m1.png
Bar = 100 um.
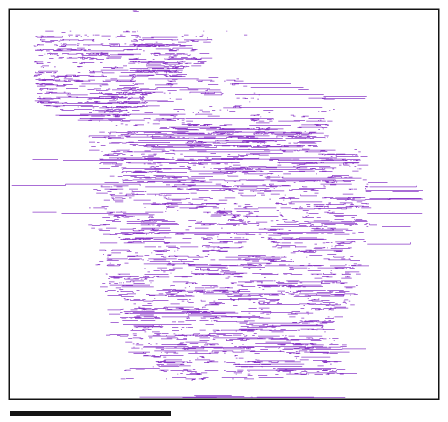
m2.png
Bar = 100 um.
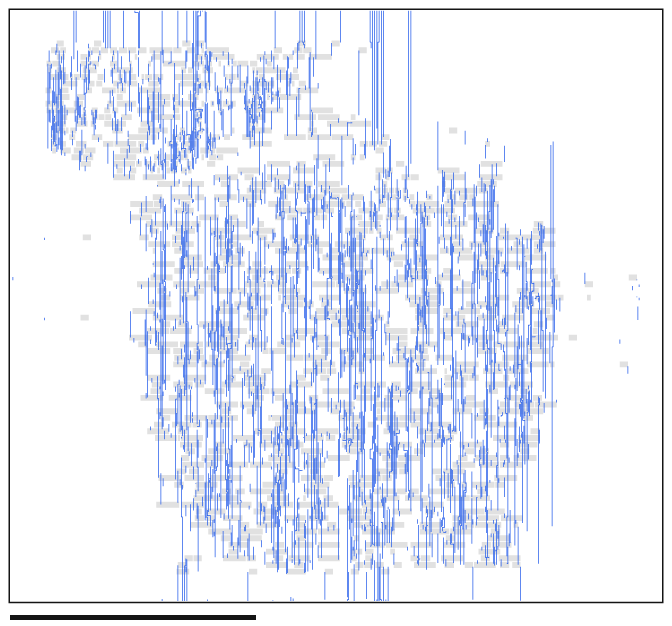
==> src/rtl/vga_driver_param_if.sv <==
// vga_driver_param_if: framebuffer read bus plus VGA DAC pin bundle.
interface vga_driver_param_if #(
  parameter int COLOR_W = 5,
  parameter int IDX_W   = 4,
  parameter int ADDR_W  = 19
);
  logic [ADDR_W-1:0]  addr;
  logic [IDX_W-1:0]   data;
  logic               vga_hsync;
  logic               vga_vsync;
  logic               frame_start;
  logic [COLOR_W-1:0] vga_red;
  logic [COLOR_W-1:0] vga_green;
  logic [COLOR_W-1:0] vga_blue;
  modport master(output addr, vga_hsync, vga_vsync, frame_start, vga_red, vga_green, vga_blue, input data);
  modport slave(input addr, vga_hsync, vga_vsync, frame_start, vga_red, vga_green, vga_blue, output data);
endinterface

==> src/rtl/vga_driver_param.sv <==
// vga_driver_param: programmable VGA timing, scaled framebuffer addressing and palette lookup.
// Optional VGA_TEST_PATTERN_EN adds test_mode, replacing the palette with 8 vertical colour bars.
module vga_driver_param #(
  parameter int   H_ACTIVE = 640,
  parameter int   H_FP     = 16,
  parameter int   H_SYNC   = 96,
  parameter int   H_BP     = 48,
  parameter int   V_ACTIVE = 480,
  parameter int   V_FP     = 10,
  parameter int   V_SYNC   = 2,
  parameter int   V_BP     = 33,
  parameter logic SYNC_POL = 1'b0,
  parameter int   COLOR_W  = 5,
  parameter int   IDX_W    = 4,
  parameter int   SCALE    = 1,
  parameter int   RAM_LAT  = 1,
  parameter int   ADDR_W   = 19
) (
  input  logic                 pixel_clk,
  input  logic                 rst_pixel_n,
  input  logic                 enable,
  input  logic                 pal_we,
  input  logic [IDX_W-1:0]     pal_idx,
  input  logic [3*COLOR_W-1:0] pal_color,
`ifdef VGA_TEST_PATTERN_EN
  input  logic                 test_mode,
`endif
  vga_driver_param_if.master   vga
);
  localparam int H_TOTAL = H_ACTIVE + H_FP + H_SYNC + H_BP;
  localparam int V_TOTAL = V_ACTIVE + V_FP + V_SYNC + V_BP;
  localparam int HW = $clog2(H_TOTAL);
  localparam int VW = $clog2(V_TOTAL);
  localparam int CW3 = 3 * COLOR_W;
  localparam int NPAL = 2 ** IDX_W;

  typedef struct packed {
`ifdef VGA_TEST_PATTERN_EN
    logic [2:0] bar;
`endif
    logic first;
    logic en;
    logic de;
    logic vs;
    logic hs;
  } stage_t;

  function automatic logic [CW3-1:0] gray(input int i);
    logic [COLOR_W-1:0] c;
    c = COLOR_W'(i * (2 ** COLOR_W - 1) / (2 ** IDX_W - 1));
    return {c, c, c};
  endfunction

  logic [HW-1:0] sx;
  logic [VW-1:0] sy;
  logic          vid_en;
  logic          last_x;
  logic          last_y;
  logic          de;
  stage_t        cur;
  stage_t        po;
  stage_t        pipe [RAM_LAT+1];
  logic [CW3-1:0] pal [NPAL];
  logic [CW3-1:0] rgb;
  logic [CW3-1:0] pix_sel;
  logic [CW3-1:0] pix;

  assign last_x = sx == HW'(H_TOTAL - 1);
  assign last_y = sy == VW'(V_TOTAL - 1);
  assign de = (32'(sx) < H_ACTIVE) && (32'(sy) < V_ACTIVE);
  assign vga.addr = de ? ADDR_W'((32'(sy) / SCALE) * (H_ACTIVE / SCALE) + 32'(sx) / SCALE) : '0;

  always_ff @(posedge pixel_clk or negedge rst_pixel_n)
    if (!rst_pixel_n) begin
      sx <= '0;
      sy <= '0;
      vid_en <= 1'b1;
    end else begin
      sx <= last_x ? '0 : sx + 1'b1;
      if (last_x) sy <= last_y ? '0 : sy + 1'b1;
      if (last_x && last_y) vid_en <= enable;
    end

  always_comb begin
    cur = '0;
    cur.hs = (32'(sx) >= H_ACTIVE + H_FP && 32'(sx) < H_ACTIVE + H_FP + H_SYNC) ? SYNC_POL : ~SYNC_POL;
    cur.vs = (32'(sy) >= V_ACTIVE + V_FP && 32'(sy) < V_ACTIVE + V_FP + V_SYNC) ? SYNC_POL : ~SYNC_POL;
    cur.de = de;
    cur.en = vid_en;
    cur.first = (sx == '0) && (sy == '0);
`ifdef VGA_TEST_PATTERN_EN
    cur.bar = 3'(32'(sx) / (H_ACTIVE / 8));
`endif
  end

  // Timing bits ride alongside the RAM read so the final stage lines up with the registered colour
  always_ff @(posedge pixel_clk or negedge rst_pixel_n)
    if (!rst_pixel_n) begin
      for (int i = 0; i <= RAM_LAT; i++) begin
        pipe[i] <= '0;
        pipe[i].hs <= ~SYNC_POL;
        pipe[i].vs <= ~SYNC_POL;
      end
      for (int i = 0; i < NPAL; i++) pal[i] <= gray(i);
      rgb <= '0;
    end else begin
      pipe[0] <= cur;
      for (int i = 1; i <= RAM_LAT; i++) pipe[i] <= pipe[i-1];
      rgb <= pal[vga.data];
      if (pal_we) pal[pal_idx] <= pal_color;
    end

  assign po = pipe[RAM_LAT];

`ifdef VGA_TEST_PATTERN_EN
  logic tm;
  always_ff @(posedge pixel_clk or negedge rst_pixel_n)
    if (!rst_pixel_n) tm <= 1'b0;
    else tm <= test_mode;
  assign pix_sel = tm ? {{COLOR_W{po.bar[2]}}, {COLOR_W{po.bar[1]}}, {COLOR_W{po.bar[0]}}} : rgb;
`else
  assign pix_sel = rgb;
`endif

  assign pix = (po.de && po.en) ? pix_sel : '0;
  assign vga.vga_red = pix[CW3-1 -: COLOR_W];
  assign vga.vga_green = pix[2*COLOR_W-1 -: COLOR_W];
  assign vga.vga_blue = pix[COLOR_W-1:0];
  assign vga.vga_hsync = po.hs;
  assign vga.vga_vsync = po.vs;
  assign vga.frame_start = po.first && po.en;
endmodule

==> src/flat_wrapper.sv <==
// flat-port wrapper written by rule: the top's interface ports become plain ports
module vga_driver_param_flat 
#(
  parameter int   H_ACTIVE = 640,
  parameter int   H_FP     = 16,
  parameter int   H_SYNC   = 96,
  parameter int   H_BP     = 48,
  parameter int   V_ACTIVE = 480,
  parameter int   V_FP     = 10,
  parameter int   V_SYNC   = 2,
  parameter int   V_BP     = 33,
  parameter logic SYNC_POL = 1'b0,
  parameter int   COLOR_W  = 5,
  parameter int   IDX_W    = 4,
  parameter int   SCALE    = 1,
  parameter int   RAM_LAT  = 1,
  parameter int   ADDR_W   = 19
)
  (pixel_clk, rst_pixel_n, enable, pal_we, pal_idx, pal_color, vga_addr, vga_vga_hsync, vga_vga_vsync, vga_frame_start, vga_vga_red, vga_vga_green, vga_vga_blue, vga_data);
  vga_driver_param_if #(.COLOR_W(COLOR_W), .IDX_W(IDX_W), .ADDR_W(ADDR_W)) vga_i ();
  input  logic pixel_clk;
  input  logic rst_pixel_n;
  input  logic enable;
  input  logic pal_we;
  input  logic [IDX_W-1:0] pal_idx;
  input  logic [3*COLOR_W-1:0] pal_color;
  output wire logic [$bits(vga_i.addr)-1:0] vga_addr;
  output wire logic [$bits(vga_i.vga_hsync)-1:0] vga_vga_hsync;
  output wire logic [$bits(vga_i.vga_vsync)-1:0] vga_vga_vsync;
  output wire logic [$bits(vga_i.frame_start)-1:0] vga_frame_start;
  output wire logic [$bits(vga_i.vga_red)-1:0] vga_vga_red;
  output wire logic [$bits(vga_i.vga_green)-1:0] vga_vga_green;
  output wire logic [$bits(vga_i.vga_blue)-1:0] vga_vga_blue;
  input wire logic [$bits(vga_i.data)-1:0] vga_data;
  assign vga_addr = vga_i.addr;
  assign vga_vga_hsync = vga_i.vga_hsync;
  assign vga_vga_vsync = vga_i.vga_vsync;
  assign vga_frame_start = vga_i.frame_start;
  assign vga_vga_red = vga_i.vga_red;
  assign vga_vga_green = vga_i.vga_green;
  assign vga_vga_blue = vga_i.vga_blue;
  assign vga_i.data = vga_data;
  vga_driver_param #(.H_ACTIVE(H_ACTIVE), .H_FP(H_FP), .H_SYNC(H_SYNC), .H_BP(H_BP), .V_ACTIVE(V_ACTIVE), .V_FP(V_FP), .V_SYNC(V_SYNC), .V_BP(V_BP), .SYNC_POL(SYNC_POL), .COLOR_W(COLOR_W), .IDX_W(IDX_W), .SCALE(SCALE), .RAM_LAT(RAM_LAT), .ADDR_W(ADDR_W)) u_core (.pixel_clk(pixel_clk), .rst_pixel_n(rst_pixel_n), .enable(enable), .pal_we(pal_we), .pal_idx(pal_idx), .pal_color(pal_color), .vga(vga_i));
endmodule
==> config.mk <==
export PLATFORM = sky130hd
export DESIGN_NAME = vga_driver_param_flat
export DESIGN_NICKNAME = d
export VERILOG_FILES = /design/src/rtl/vga_driver_param_if.sv /design/src/rtl/vga_driver_param.sv /design/src/flat_wrapper.sv
export SDC_FILE = /design/constraint.sdc
export NUM_CORES = 1
export LEC_CHECK = 0
export CAP_MARGIN = 20
export CORE_ASPECT_RATIO = 0.9
export CORE_MARGIN = 10
export CORE_UTILIZATION = 25
export CTS_BUF_LIST = sky130_fd_sc_hd__clkbuf_16
export DETAILED_ROUTE_END_ITERATION = 6
export PLACE_DENSITY = 0.47
export SKIP_LAST_GASP = 1
export SYNTH_ARGS = -nofsm -noshare
export SYNTH_HDL_FRONTEND = slang
export SYNTH_SLANG_ARGS = --single-unit
export TNS_END_PERCENT = 10
==> constraint.sdc <==
create_clock -name pixel_clk -period 3.8 [get_ports pixel_clk]
set_clock_uncertainty 0.2 [all_clocks]
set_input_delay 0.57 -clock pixel_clk [delete_from_list [all_inputs] [get_ports pixel_clk]]
set_output_delay 0.57 -clock pixel_clk [all_outputs]
set_load 0.005 [all_outputs]
==> summary.txt <==
Met3 usage: 1.63%
Final setup fails: 4
Area Growth Syn to Fin: 22.5%
Setup WS pre-CTS: -0.0976 ns
Cell taking the most area after synthesis: dfrtp_1
Pwr dens: 521 nW/um^2
TNS Setup: -0.143 ns
Slowest stage cell, crit path: a311oi_1
Busiest layer in global routing: met2
WL met2: 17500 um
Ys async rst share: 100%
Diodes inserted: 0
Area leader share: 33.6%
Vias in the first global route: 8302
Clk_lat worst skew: 0.52 ns
DRC violations left: 0
Drt wl/cell: 20.7 um
Utilization after layout: 31.1%
Arrival time worst endpoint: 3.08 ns
Worst hold slack: 0.147 ns
# port buffers: 63
Die H: 241 um
Hold Vio Cnt, Final: 0
Yosys Instances: 894
Worst ir drop on vdd: 306 uV
Detailed Routing Iterations Pass 1: 4
Final instance area: 16600 sq um
Synth unique cells: 51
Most common cell in the netlist: dfrtp_1
Met1 WL: 16600 um
Layout cells sized above 1: 47.3%
Max incr delay on CP: 0.42 ns
CP required: 3.03 ns
Reg2reg end: u_core.vid_en$_DFFE_PN1P_
Reg2reg start: u_core.sy[5]$_DFFE_PN0N_
Final Instance Count excl. Fillers: 1718
Worst setup path category: flip-flop to primary output
Leak pwr: 6.81 nW
Rel. slew slack: 45.8%
Worst hold stages: 0
Max-slew violation count: 0
GRT Resource Usage Total: 11.2%
Failing checks: negative setup slack
Initial Util: 25.4%
Final WS setup: -0.0522 ns
HP Class: flip-flop to flip-flop
Post-synth area from yosys stat: 13500 sq um
Max Cap Viol: 0
Root buf cell: clkbuf_16
First-pass GRT wire length: 54800 um
FF-to-FF setup slack: 1.45 ns
Min-Delay Endpoint: u_core.pipe[4]$_DFF_PN0_
Largest net degree at the start of global routing: 90
Rows: 80
Status: complete, but fails checks
Largest cells by area after synthesis: dfrtp_1 34%, dfstp_2 20%, mux2_2 13%
Grt met1 use: 15.0%
Vias per cell: 4.56
Met2 Use GR: 18.7%
Max clock buf depth: 3
Cells after DPL: 1654
Post-synth tally of flip-flops with integrated enable: 0
CTS tree: built
Final Net Count: 1049
Clk sink count: 286
Reg2Reg Depth: 6
Seq cells post-synth: 286
Grt ovf: 0
I/O Pins: 64
Worst-path fanout max: 7
Post-DP HPWL: 23000 um
CP cell instances: ha_1, ha_1, nor3b_1, a311oi_1, o311ai_4, buf_4, nand4_1, xnor2_1, nor2_1, dlygate4sd2_1
Minimum clock period: 3.85 ns
Die area: 63900 sq um
Crit path capture type: primary output
Final Routed Wirelength: 35600 um
Sequential area share after synthesis: 53.8%
About m1.png:
The wires run mostly horizontal. The longest straight run is 115 um. The layer holds 47% of the routed length. 1006 nets have wire on it.

About m2.png:
The layer carries 17500 um of wire. The longest straight run is 97.6 um. The wires run mostly vertical. The layer holds 49% of the routed length.

-- registers in the layout, indices dropped and copies added, names as in the netlist --
signal and flops:
u_core.sy 10, u_core.vid_en 1, u_core.sx 10, u_core.pipe 8
u_core.vga.vga_vsync 1, u_core.pix_sel 15, u_core.vga.vga_hsync 1, u_core.pal 240
-- power breakdown --
part           internal (mW)  switching (mW)
clock                   1.90            1.28
combinational          0.838           0.457
sequential              3.87           0.299
total                   6.60            2.04
-- logic make-up after synthesis --
logic type	share of synthesized area [%]
multiplexers	32.6
flip-flops	53.8
AND/OR/NAND/NOR	5.91
buffers and inverters	2.10
AND-OR/OR-AND	1.87
adder cells (fa/ha/maj)	2.42
XOR/XNOR	1.29
-- final cells by class --
type | count | area [sq um]
clock inverters | 26 | 225
flip-flops and latches | 286 | 7290
fillers | 5246 | 36800
repair buffers | 126 | 1190
clock buffers | 34 | 851
inverters | 9 | 33.8
multi-input cells | 540 | 6120
well taps | 697 | 872
-- cells in the final DEF (no fill, tap or decap), types with 9 or more instances in the layout --
cell type        instances
mux4_2                  75
and3_1                  19
inv_1                   19
xor2_1                   9
dfrtp_1                182
clkdlybuf4s50_1         54
dfstp_2                104
nor2_2                  11
nand2_1                 22
nor2_1                  25
ha_1                    17
xnor2_1                  9
mux2_2                 155
mux2_1                  86
clkbuf_16               34
buf_4                   55
-- timing repair --
| action | in CTS | in global routing |
|---|---|---|
| pin swaps | 5 | 8 |
| endpoints found under the hold margin | 57 | 0 |
| setup buffers | 1 | 2 |
| gates resized | 18 | 11 |
| hold buffers | 1 | 0 |
| setup endpoints to repair | 7 | 7 |
-- critical path: cells and delay by family, from the launching register on --
family,cells,cell delay [ns]
buf+inv,2,0.44
flops,1,0.41
xor+xnor,1,0.12
simple gates,3,0.30
compound gates,2,0.61
fa+ha+maj,2,0.69
No activity file was given, so power comes from the tool's default toggle rates.
